**Signal wires on met1**

Scale bar: 50 um.
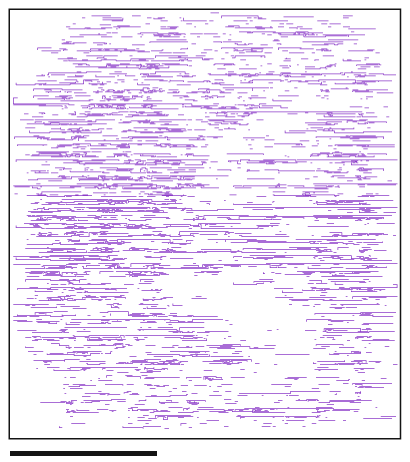
**Met2 routing**

Scale bar: 50 um. Cells faint in the background.
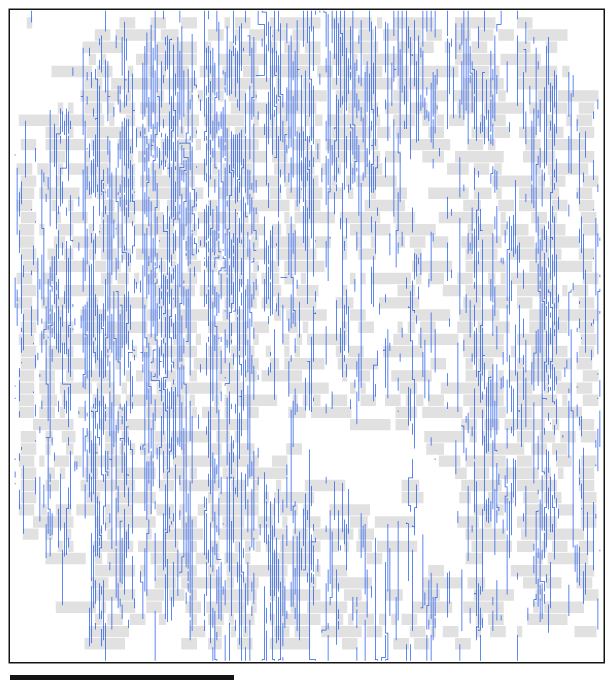
**M3 wires**

Scale bar: 50 um. Cells faint in the background.
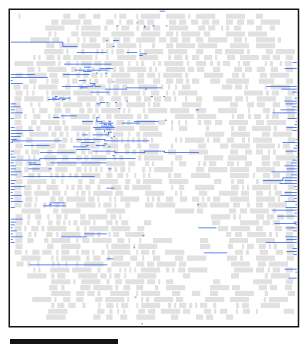
**Met4 routing**

Scale bar: 50 um.
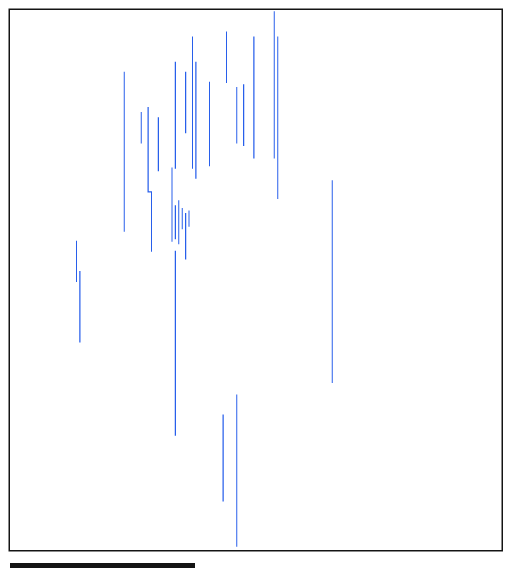
**Congestion heat map**

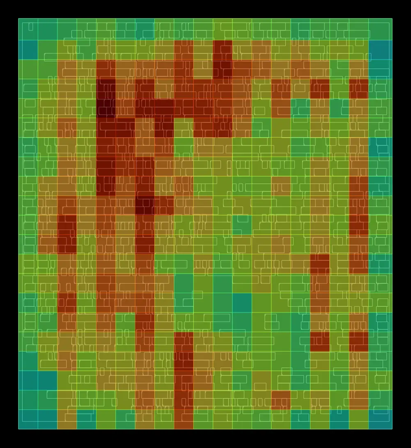
$ cat config.mk
export PLATFORM = sky130hd
export DESIGN_NAME = pc_fetch_unit_flat
export DESIGN_NICKNAME = d
export VERILOG_FILES = /design/src/rtl/pc_fetch_if.sv /design/src/rtl/pc_fetch_unit.sv /design/src/flat_wrapper.sv
export SDC_FILE = /design/constraint.sdc
export NUM_CORES = 1
export LEC_CHECK = 0
export CELL_PAD_IN_SITES_DETAIL_PLACEMENT = 1
export CELL_PAD_IN_SITES_GLOBAL_PLACEMENT = 1
export CORE_ASPECT_RATIO = 1.1
export CORE_UTILIZATION = 45
export CTS_BUF_LIST = sky130_fd_sc_hd__clkbuf_8
export DETAILED_ROUTE_END_ITERATION = 16
export PLACE_DENSITY = 0.95
export REMOVE_ABC_BUFFERS = 1
export SLEW_MARGIN = 25
export SYNTH_ARGS = -nofsm -noshare
export SYNTH_HDL_FRONTEND = slang
export SYNTH_SLANG_ARGS = --single-unit
$ cat constraint.sdc
create_clock -name clk -period 3.35 [get_ports clk]
set_input_delay 0.335 -clock clk [delete_from_list [all_inputs] [get_ports clk]]
set_output_delay 0.335 -clock clk [all_outputs]
set_load 0.05 [all_outputs]
$ cat src/rtl/pc_fetch_if.sv
// Fetch-unit signal bundle: instruction memory req/gnt/rvalid, jump redirect, downstream valid/ready.
// FETCH_MISALIGN_CHECK_EN adds the misalign_err flag.
interface pc_fetch_if;
   logic        imem_req;
   logic [31:0] imem_addr;
   logic        imem_gnt;
   logic        imem_rvalid;
   logic [31:0] imem_rdata;
   logic        redirect_valid;
   logic [31:0] redirect_pc;
   logic        out_valid;
   logic        out_ready;
   logic [31:0] out_pc;
   logic [31:0] out_instr;
`ifdef FETCH_MISALIGN_CHECK_EN
   logic        misalign_err;
`endif

   modport master (
      output imem_req, imem_addr, out_valid, out_pc, out_instr,
`ifdef FETCH_MISALIGN_CHECK_EN
      output misalign_err,
`endif
      input  imem_gnt, imem_rvalid, imem_rdata, redirect_valid, redirect_pc, out_ready
   );

   modport slave (
      input  imem_req, imem_addr, out_valid, out_pc, out_instr,
`ifdef FETCH_MISALIGN_CHECK_EN
      input  misalign_err,
`endif
      output imem_gnt, imem_rvalid, imem_rdata, redirect_valid, redirect_pc, out_ready
   );
endinterface

$ cat src/rtl/pc_fetch_unit.sv
// Instruction-fetch front end: single outstanding fetch, 2-entry {pc,instr} buffer, redirect flush.
// FETCH_MISALIGN_CHECK_EN: misaligned redirects are ignored and flagged on misalign_err.
module pc_fetch_unit #(
   parameter logic [31:0] RESET_PC = 32'h0000_0000
) (
   input logic        clk,
   input logic        rst_n,
   pc_fetch_if.master bus
);
   localparam int unsigned XLEN = 32;

   typedef enum logic [2:0] {IDLE, REQ, WAIT, STALL, DROP} state_e;
   typedef struct packed {
      logic [XLEN-1:0] pc;
      logic [XLEN-1:0] instr;
   } entry_t;

   state_e          state_q, state_d;
   logic [XLEN-1:0] pc_q, pc_d;
   logic [XLEN-1:0] inflight_q, inflight_d;
   logic [XLEN-1:0] addr_q, addr_d;
   logic            req_q, req_d;
   entry_t          ent0_q, ent0_d, ent1_q, ent1_d;
   logic            v0_q, v0_d, v1_q, v1_d;
   logic            redir_take;
   logic [XLEN-1:0] redir_target;

`ifdef FETCH_MISALIGN_CHECK_EN
   logic misalign_q, misalign_d;
   assign redir_take   = bus.redirect_valid && (bus.redirect_pc[1:0] == 2'b00);
   assign misalign_d   = bus.redirect_valid && (bus.redirect_pc[1:0] != 2'b00);
   assign redir_target = bus.redirect_pc;
   assign bus.misalign_err = misalign_q;
`else
   assign redir_take   = bus.redirect_valid;
   assign redir_target = bus.redirect_pc & 32'hFFFF_FFFC;
`endif

   // Next state: FIFO pop first, then FSM/push, then redirect overrides everything.
   always_comb begin
      state_d    = state_q;
      pc_d       = pc_q;
      inflight_d = inflight_q;
      ent0_d     = ent0_q;
      ent1_d     = ent1_q;
      v0_d       = v0_q;
      v1_d       = v1_q;

      if (v0_q && bus.out_ready) begin
         ent0_d = ent1_q;
         v0_d   = v1_q;
         v1_d   = 1'b0;
      end

      case (state_q)
         IDLE: state_d = REQ;
         REQ: begin
            if (bus.imem_gnt) begin
               inflight_d = pc_q;
               pc_d       = pc_q + XLEN'(4);
               state_d    = WAIT;
            end
         end
         WAIT: begin
            if (bus.imem_rvalid) begin
               if (!v0_d) begin
                  ent0_d  = '{pc: inflight_q, instr: bus.imem_rdata};
                  v0_d    = 1'b1;
                  state_d = REQ;
               end else begin
                  ent1_d  = '{pc: inflight_q, instr: bus.imem_rdata};
                  v1_d    = 1'b1;
                  state_d = STALL;
               end
            end
         end
         STALL: if (!(v0_d && v1_d)) state_d = REQ;
         DROP:  if (bus.imem_rvalid) state_d = REQ;
         default: state_d = IDLE;
      endcase

      if (redir_take) begin
         v0_d = 1'b0;
         v1_d = 1'b0;
         pc_d = redir_target;
         case (state_q)
            WAIT:    state_d = bus.imem_rvalid ? REQ : DROP;
            REQ:     state_d = bus.imem_gnt ? DROP : REQ;
            DROP:    state_d = bus.imem_rvalid ? REQ : DROP;
            default: state_d = REQ;
         endcase
      end

      req_d  = (state_d == REQ);
      addr_d = pc_d;
   end

   // State and output registers.
   always_ff @(posedge clk or negedge rst_n) begin
      if (!rst_n) begin
         state_q    <= IDLE;
         pc_q       <= RESET_PC;
         inflight_q <= RESET_PC;
         addr_q     <= RESET_PC;
         req_q      <= 1'b0;
         ent0_q     <= '0;
         ent1_q     <= '0;
         v0_q       <= 1'b0;
         v1_q       <= 1'b0;
      end else begin
         state_q    <= state_d;
         pc_q       <= pc_d;
         inflight_q <= inflight_d;
         addr_q     <= addr_d;
         req_q      <= req_d;
         ent0_q     <= ent0_d;
         ent1_q     <= ent1_d;
         v0_q       <= v0_d;
         v1_q       <= v1_d;
      end
   end

`ifdef FETCH_MISALIGN_CHECK_EN
   always_ff @(posedge clk or negedge rst_n) begin
      if (!rst_n) misalign_q <= 1'b0;
      else        misalign_q <= misalign_d;
   end
`endif

   assign bus.imem_req  = req_q;
   assign bus.imem_addr = addr_q;
   assign bus.out_valid = v0_q;
   assign bus.out_pc    = ent0_q.pc;
   assign bus.out_instr = ent0_q.instr;
endmodule

$ cat src/flat_wrapper.sv
// flat-port wrapper written by rule: the top's interface ports become plain ports
module pc_fetch_unit_flat 
#(
   parameter logic [31:0] RESET_PC = 32'h0000_0000
)
  (clk, rst_n, bus_imem_req, bus_imem_addr, bus_out_valid, bus_out_pc, bus_out_instr, bus_imem_gnt, bus_imem_rvalid, bus_imem_rdata, bus_redirect_valid, bus_redirect_pc, bus_out_ready);
  pc_fetch_if bus_i ();
  input logic clk;
  input logic rst_n;
  output wire logic [$bits(bus_i.imem_req)-1:0] bus_imem_req;
  output wire logic [$bits(bus_i.imem_addr)-1:0] bus_imem_addr;
  output wire logic [$bits(bus_i.out_valid)-1:0] bus_out_valid;
  output wire logic [$bits(bus_i.out_pc)-1:0] bus_out_pc;
  output wire logic [$bits(bus_i.out_instr)-1:0] bus_out_instr;
  input wire logic [$bits(bus_i.imem_gnt)-1:0] bus_imem_gnt;
  input wire logic [$bits(bus_i.imem_rvalid)-1:0] bus_imem_rvalid;
  input wire logic [$bits(bus_i.imem_rdata)-1:0] bus_imem_rdata;
  input wire logic [$bits(bus_i.redirect_valid)-1:0] bus_redirect_valid;
  input wire logic [$bits(bus_i.redirect_pc)-1:0] bus_redirect_pc;
  input wire logic [$bits(bus_i.out_ready)-1:0] bus_out_ready;
  assign bus_imem_req = bus_i.imem_req;
  assign bus_imem_addr = bus_i.imem_addr;
  assign bus_out_valid = bus_i.out_valid;
  assign bus_out_pc = bus_i.out_pc;
  assign bus_out_instr = bus_i.out_instr;
  assign bus_i.imem_gnt = bus_imem_gnt;
  assign bus_i.imem_rvalid = bus_imem_rvalid;
  assign bus_i.imem_rdata = bus_imem_rdata;
  assign bus_i.redirect_valid = bus_redirect_valid;
  assign bus_i.redirect_pc = bus_redirect_pc;
  assign bus_i.out_ready = bus_out_ready;
  pc_fetch_unit #(.RESET_PC(RESET_PC)) u_core (.clk(clk), .rst_n(rst_n), .bus(bus_i));
endmodule
==> out/qor.csv <==
metric;value;unit
hold_buffers;1;
dp_cells;1145;
outcome;completed;
critPathKind;reg -> reg;
post-cts-setup-buffers;0;
cp_top_family;simple AND/OR/NAND/NOR gates;
hold_class;in -> reg;
io_pins;168;
wl_met2;11870;um
worst_setup_path_end_kind;flip-flop;
switching_share;42.27;%
synth.logic.top_family;multiplexers;
maxPowerGroup;registers;
syn_to_final_growth;27.28;%
nNetsFinal;993;
fin_crit_sh;68.04;%
fp_util;45.86;%
path_cells;and4bb_4, nand2_1, or4_1, a31oi_1;
holdWs;0.4242;ns
worst_setup_path_start_kind;flip-flop;
synthArstFlopShare;100.0;%
wl_met1;9710;um
holdPathEnd;u_core.pc_q[5];
max_slew.worst_pin.slew;0.7453;ns
edf_count;0;
relSlewSlack;50.31;%
synth_seq_share;56.90;%
min_path_cells;3;
setup_viol;0;
mux_area_share;15.87;%
layout_min_cycle_time;2.279;ns
syn_area;0.008444;mm2
grt_pass1_wl;37400;um
hold_viol_final;0;
clk_pin_slew;0.11;ns
xor_area_share;0.9335;%
cts_tree;done;
crit_fanout;16;
max_flop_register;u_core.ent1_q;
grt_busiest_layer;met2;
fin_worst_skew;0.01582;ns
utilization;58.37;%
ctsResizeCount;0;
switching_power;3.454;mW
grt_pass1_vias;7071;
gp_congestion;0.8226;
top_cells_by_count;dfrtp_1 (192), nand2_1 (176), o21ai_0 (80);
comb-power;3.20;mW
clock-sinks;192;
worstHoldStart;bus_redirect_pc[5];
vias_per_cell;5.629;
synthDistinctLibCells;47;
synth_flops;192;
ys_chip_area;0.008444;mm2
antenna_found_initial;0;
core;0.01841;mm2
aoi_share;8.475;%
top_cells_by_area;dfrtp_1 (57%), mux2_2 (8.4%), nand2_1 (7.8%);
row_count;52;
clkPwrFrac;20.1;%
drive_gt1_share;12.41;%
dieArea;0.01932;mm2
synth_warnings;0;
reg2reg_to;u_core.pc_q[18];
rsz0062_at_grt;no;
crit_arrival;2.66;ns
avgSynthCellArea;10.90;um2
cts.path.max_buffers;2;
critPathSlowestCell;or4_1;
cts-htree-levels;4;
synthCells;775;
top_cell;dfrtp_1;
adder_share;0.1482;%
grt_overflow;0;
About 'signal wires on met1':
share of all routed wire: 42%
main direction: horizontal
longest straight run: 52.4 um
wire length on this layer: 9710 um
nets with wire on the layer: 869

About 'met2 routing':
longest straight run: 59.3 um
wire length on this layer: 11900 um
main direction: vertical

About 'M3 wires':
main direction: horizontal
nets with wire on the layer: 151
longest straight run: 43.9 um

About 'met4 routing':
wire length on this layer: 659 um
longest straight run: 54.4 um
share of all routed wire: 2.8%
Vias: 6631
WL final: 23300 um

About 'congestion heat map':
Tot GR Track Use: 24.77%
DR WL/cell: 19.78 um
met3 usage: 4.145%
met2 GRT Util: 42.82%
met1 Usage GRT: 30.80%

[metrics by stage]
stage / setup WS (ns) / cell area [um2]
2_1_floorplan: -0.1503 / 8220
3_3_place_gp: 0.8869 / 10310
3_5_place_dp: 0.7686 / 10310
4_1_cts: 1.109 / 10750
5_1_grt: 0.9828 / 10750
6_report: 1.071 / 10750
[cell type report]
type	count	area, um2
fill	1939	7665
sequential	192	4805
multi-input combinational	532	3427
timing repair buffer	176	1773
tap	243	304.0
clock buffer	18	247.7
clock inverter	14	180.2
inverter	3	11.26
[cell usage in the layout (no fill, tap or decap), types with 14 or more instances in the layout]
cell | Yosys | final
mux2i_1 | 63 | 63
nor2_1 | 20 | 20
clkdlybuf4s50_1 | 0 | 162
a31oi_1 | 17 | 17
clkbuf_8 | 0 | 19
nand3_1 | 14 | 14
nand2_1 | 176 | 175
mux2_2 | 63 | 63
o21ai_0 | 80 | 80
dfrtp_1 | 192 | 192
or4_1 | 14 | 14
[kinds of logic (layout without fill, tap and decap cells)]
| group | Yosys count | after routing |
|---|---|---|
| buf+inv | 52 | 211 |
| other cells | 1 | 2 |
| flops | 192 | 192 |
| mux | 126 | 126 |
| fa+ha+maj | 1 | 1 |
| compound gates | 126 | 126 |
| xor+xnor | 9 | 9 |
| simple gates | 268 | 268 |
[worst max path at each step]
stage,from,endpoint,cells after the start
after floorplan,u_core.bus.out_valid,u_core.bus.out_instr[0],2
after global placement,bus_imem_gnt,u_core.pc_q[18],5
after detailed placement,bus_imem_gnt,u_core.pc_q[18],5
after CTS,u_core.pc_q[20],bus_imem_addr[20],1
after global routing,u_core.state_q[2],u_core.pc_q[20],4
final,u_core.state_q[2],u_core.pc_q[18],4
Power figures rest on the tool's default switching activity, not on a simulated workload.
